<file path="config.mk">
export PLATFORM = sky130hd
export DESIGN_NAME = input_debouncer
export DESIGN_NICKNAME = d
export VERILOG_FILES = /design/src/rtl/input_debouncer.sv
export SDC_FILE = /design/constraint.sdc
export NUM_CORES = 1
export LEC_CHECK = 0
export CORE_AREA = 3 3 40 42
export DETAILED_ROUTE_END_ITERATION = 12
export DIE_AREA = 0 0 43 45
export PLACE_DENSITY = 0.56
export SLEW_MARGIN = 20
export SYNTH_ARGS = -nofsm -noshare
export SYNTH_HDL_FRONTEND = slang
export SYNTH_SLANG_ARGS = --single-unit
</file>
<file path="constraint.sdc">
create_clock -name clk -period 1.4 [get_ports clk]
set_input_delay 0.42 -clock clk [delete_from_list [all_inputs] [get_ports clk]]
set_output_delay 0.42 -clock clk [all_outputs]
set_load 0.1 [all_outputs]
</file>
<file path="src/rtl/input_debouncer.sv">
// input_debouncer: two-flop synchroniser plus stability-qualified level FSM.
// Cleans a bouncy button level before it reaches the sequence FSM `a` input.
module input_debouncer #(
  parameter int unsigned STABLE_CYCLES = 4,
  parameter int unsigned CNT_W         = 3
) (
  input  logic clk,
  input  logic reset,
  input  logic btn_raw,
  output logic a_out,
  output logic rise,
  output logic fall,
  output logic busy
);

  // Last count value before a qualified change is accepted.
  localparam logic [CNT_W-1:0] CNT_LAST = CNT_W'(STABLE_CYCLES - 1);
  // With a one-cycle window the qualifying states are skipped entirely.
  localparam bit SINGLE = (STABLE_CYCLES == 1);

  typedef enum logic [1:0] {
    ST_LO      = 2'd0,
    ST_QUAL_HI = 2'd1,
    ST_HI      = 2'd2,
    ST_QUAL_LO = 2'd3
  } state_t;

  logic             r_sync1;
  logic             r_sync2;
  state_t           r_state;
  state_t           w_state_nxt;
  logic [CNT_W-1:0] r_cnt;
  logic [CNT_W-1:0] w_cnt_nxt;
  logic             r_a;
  logic             w_a_nxt;
  logic             r_rise;
  logic             w_rise_nxt;
  logic             r_fall;
  logic             w_fall_nxt;

  // Metastability guard: only r_sync2 is used by the decision logic.
  always_ff @(posedge clk or negedge reset) begin
    if (!reset) begin
      r_sync1 <= 1'b0;
      r_sync2 <= 1'b0;
    end else begin
      r_sync1 <= btn_raw;
      r_sync2 <= r_sync1;
    end
  end

  // State, counter and registered outputs.
  always_ff @(posedge clk or negedge reset) begin
    if (!reset) begin
      r_state <= ST_LO;
      r_cnt   <= '0;
      r_a     <= 1'b0;
      r_rise  <= 1'b0;
      r_fall  <= 1'b0;
    end else begin
      r_state <= w_state_nxt;
      r_cnt   <= w_cnt_nxt;
      r_a     <= w_a_nxt;
      r_rise  <= w_rise_nxt;
      r_fall  <= w_fall_nxt;
    end
  end

  // Next-state: a change must hold for STABLE_CYCLES edges; any reversal restarts.
  always_comb begin
    w_state_nxt = r_state;
    w_cnt_nxt   = r_cnt;
    w_a_nxt     = r_a;
    w_rise_nxt  = 1'b0;
    w_fall_nxt  = 1'b0;
    case (r_state)
      ST_LO: begin
        if (r_sync2) begin
          if (SINGLE) begin
            w_state_nxt = ST_HI;
            w_cnt_nxt   = '0;
            w_a_nxt     = 1'b1;
            w_rise_nxt  = 1'b1;
          end else begin
            w_state_nxt = ST_QUAL_HI;
            w_cnt_nxt   = CNT_W'(1);
          end
        end
      end
      ST_QUAL_HI: begin
        if (!r_sync2) begin
          w_state_nxt = ST_LO;
          w_cnt_nxt   = '0;
        end else if (r_cnt == CNT_LAST) begin
          w_state_nxt = ST_HI;
          w_cnt_nxt   = '0;
          w_a_nxt     = 1'b1;
          w_rise_nxt  = 1'b1;
        end else begin
          w_cnt_nxt = r_cnt + CNT_W'(1);
        end
      end
      ST_HI: begin
        if (!r_sync2) begin
          if (SINGLE) begin
            w_state_nxt = ST_LO;
            w_cnt_nxt   = '0;
            w_a_nxt     = 1'b0;
            w_fall_nxt  = 1'b1;
          end else begin
            w_state_nxt = ST_QUAL_LO;
            w_cnt_nxt   = CNT_W'(1);
          end
        end
      end
      ST_QUAL_LO: begin
        if (r_sync2) begin
          w_state_nxt = ST_HI;
          w_cnt_nxt   = '0;
        end else if (r_cnt == CNT_LAST) begin
          w_state_nxt = ST_LO;
          w_cnt_nxt   = '0;
          w_a_nxt     = 1'b0;
          w_fall_nxt  = 1'b1;
        end else begin
          w_cnt_nxt = r_cnt + CNT_W'(1);
        end
      end
      default: begin
        w_state_nxt = ST_LO;
        w_cnt_nxt   = '0;
        w_a_nxt     = 1'b0;
      end
    endcase
  end

  assign a_out = r_a;
  assign rise  = r_rise;
  assign fall  = r_fall;
  assign busy  = (r_state == ST_QUAL_HI) || (r_state == ST_QUAL_LO);

endmodule

</file>
run_1/detail.png
Region (22, 1) to (42, 21) um. Cells in grey, sequential cells in the stronger grey; small squares are vias.
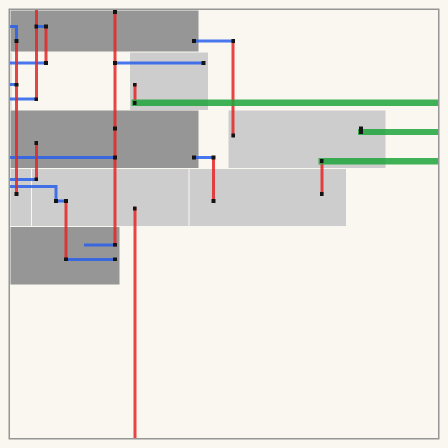
[metal 1] blue
[metal 3] green
[metal 2] red
most frequent: dfrtp_1 (3), buf_12 (3), clkdlybuf4s50_1 (1)
sequential cells in the window: 3
cells with their middle in the window: 7

run_1/logic_types.png
(8 px per um)
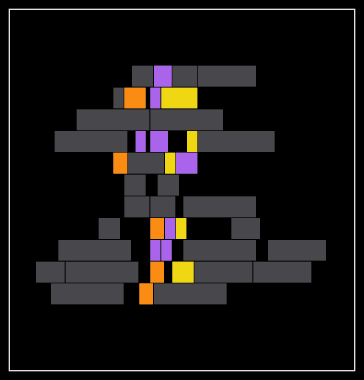
[NAND gates] purple | cells: 8
[NOR gates] yellow | cells: 5
[inverting AOI/OAI gates] orange | cells: 5
non-filler cells, final: 58
Comb/total area: 0.266
Top cell excl fill/tap: dfrtp_1

==> flow_summary.ini, run 1 <==
; implementation run metrics
[worst_setup_path]
path_delay_family = flip-flops
worst_path_max_delay_cell = dfrtp_2
worstRegToRegCells = 3
path_cells = buf_12
cp-endpoint = busy
crit_required_ns = 0.98
r2r_slack_ns = 0.18
worstSetupPathType = reg -> out
cp_slowest_stage_delay_ns = 0.47

[timing]
slew_headroom = 0.709
timing.hold.ws_ns = 0.355
min_period_over_period = 0.955

[finish]
clock_area_frac = 0.0417
bufAreaShareNonClock = 0.185
final_net_count = 49
lay_top_cells = dfrtp_1, nand2_1, buf_12
area_growth_pct = 34.6
num-nonclk-buffers = 6
n_all_inverters = 1

[global_route]
use_met1 = 0.100

[synth]
synthTopCellsByArea = dfrtp_1, nand2_1, ha_1
fa_ha_area_frac = 0.0312
syn_inst = 35
top_area_cell = dfrtp_1

[placement]
io_buffers = 6

[clocking]
cts_hold_buffers = 0
cts_tree = yes
cts_resized = 1

[detailed_routing]
top_layer_used = met4
ant_nets = 0

[status]
status = finished clean

[die]
fp.dieW_um = 43

[pwr]
internal-power_uw = 612
run_1/wires.png
(8 px per um)
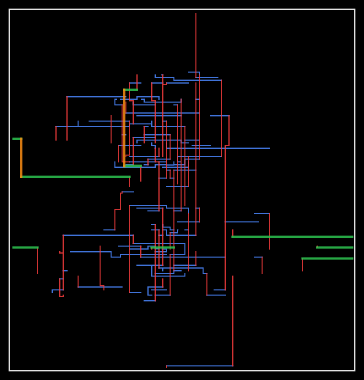
[metal 3] green | wire length: 49.5 um
[metal 4] orange | wire length: 14.3 um
[metal 2] red | wire length: 305 um
[metal 1] blue | wire length: 303 um
vias: 280
GRT Util Overall: 0.0886
Wirelength per Cell: 11.6 um
drt total wl: 671 um

run_1/clk_routes.png
(6 px per um)
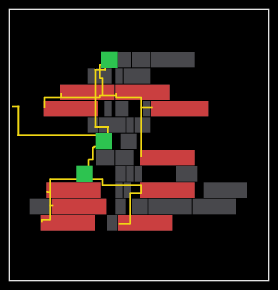

--- run 2 (diff from run 1) ---
--- a/config.mk
+++ b/config.mk
@@ -5,9 +5,10 @@
 export SDC_FILE = /design/constraint.sdc
 export NUM_CORES = 1
 export LEC_CHECK = 0
-export CORE_AREA = 3 3 40 42
+export CORE_AREA = 2 2 39 41
 export DETAILED_ROUTE_END_ITERATION = 12
-export DIE_AREA = 0 0 43 45
+export DIE_AREA = 0 0 41 43
+export MAX_ROUTING_LAYER = met4
 export PLACE_DENSITY = 0.56
 export SLEW_MARGIN = 20
 export SYNTH_ARGS = -nofsm -noshare
run_2/clk_routes.png
(6 px per um)
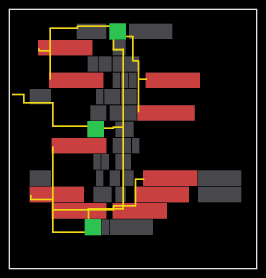
[flip-flops] red | count: 10
[clock wires] yellow | length: 146 um
[clock drivers] green | count: 3
routed clock nets: 4
Latency at later pin: 0.27 ns
clk_skew: 0.00153 ns

==> run 2 against run 1 <==
Compared with the run above: wire length decreased by 6.7%; largest cell class unchanged; sequential share of layout area decreased by 1.3 points; clock power increased by about 40%; fmax decreased by 0.71%; highest routed layer unchanged; design area increased by 2.8%; utilization decreased by 1.9 points; global-route usage increased by 0.73 points.
==> flow_summary.ini, run 2 <==
; implementation run metrics
[status]
status = finished clean

[worst_setup_path]
worstSetupPathType = reg -> out
path_cells = buf_12
r2r_slack_ns = 0.22
worst_path_max_delay_cell = dfrtp_2
cp_slowest_stage_delay_ns = 0.47
cp-endpoint = busy
crit_required_ns = 0.98

[clocking]
cts_hold_buffers = 0
cts_tree = yes
cts_resized = 1

[pwr]
internal-power_uw = 670

[die]
fp.dieW_um = 41

[finish]
sh_comb_area = 0.259
finalNonFillerCells = 60
num-nonclk-buffers = 6
mostFrequentLayoutCell = dfrtp_1
final_net_count = 49
bufAreaShareNonClock = 0.180

[detailed_routing]
wl_per_cell_um = 10.4
top_layer_used = met4
routed_wirelength_um = 626
ant_nets = 0

[synth]
synthTopCellsByArea = dfrtp_1, nand2_1, ha_1
top_area_cell = dfrtp_1
fa_ha_area_frac = 0.0312

[timing]
min_period_over_period = 0.962
timing.hold.ws_ns = 0.355

[placement]
io_buffers = 6
run_2/wires.png
(8 px per um)
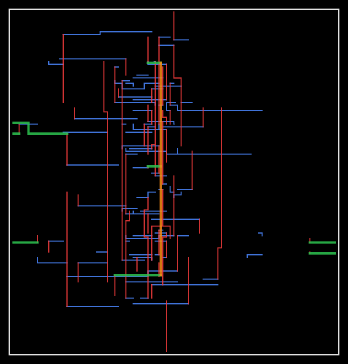
[metal 1] blue | wire length: 268 um
[metal 3] green | wire length: 26.9 um
[metal 2] red | wire length: 305 um
[metal 4] orange | wire length: 26.5 um
GRT Util Overall: 0.0959
vias: 275

No activity file was given, so power comes from the tool's default toggle rates.
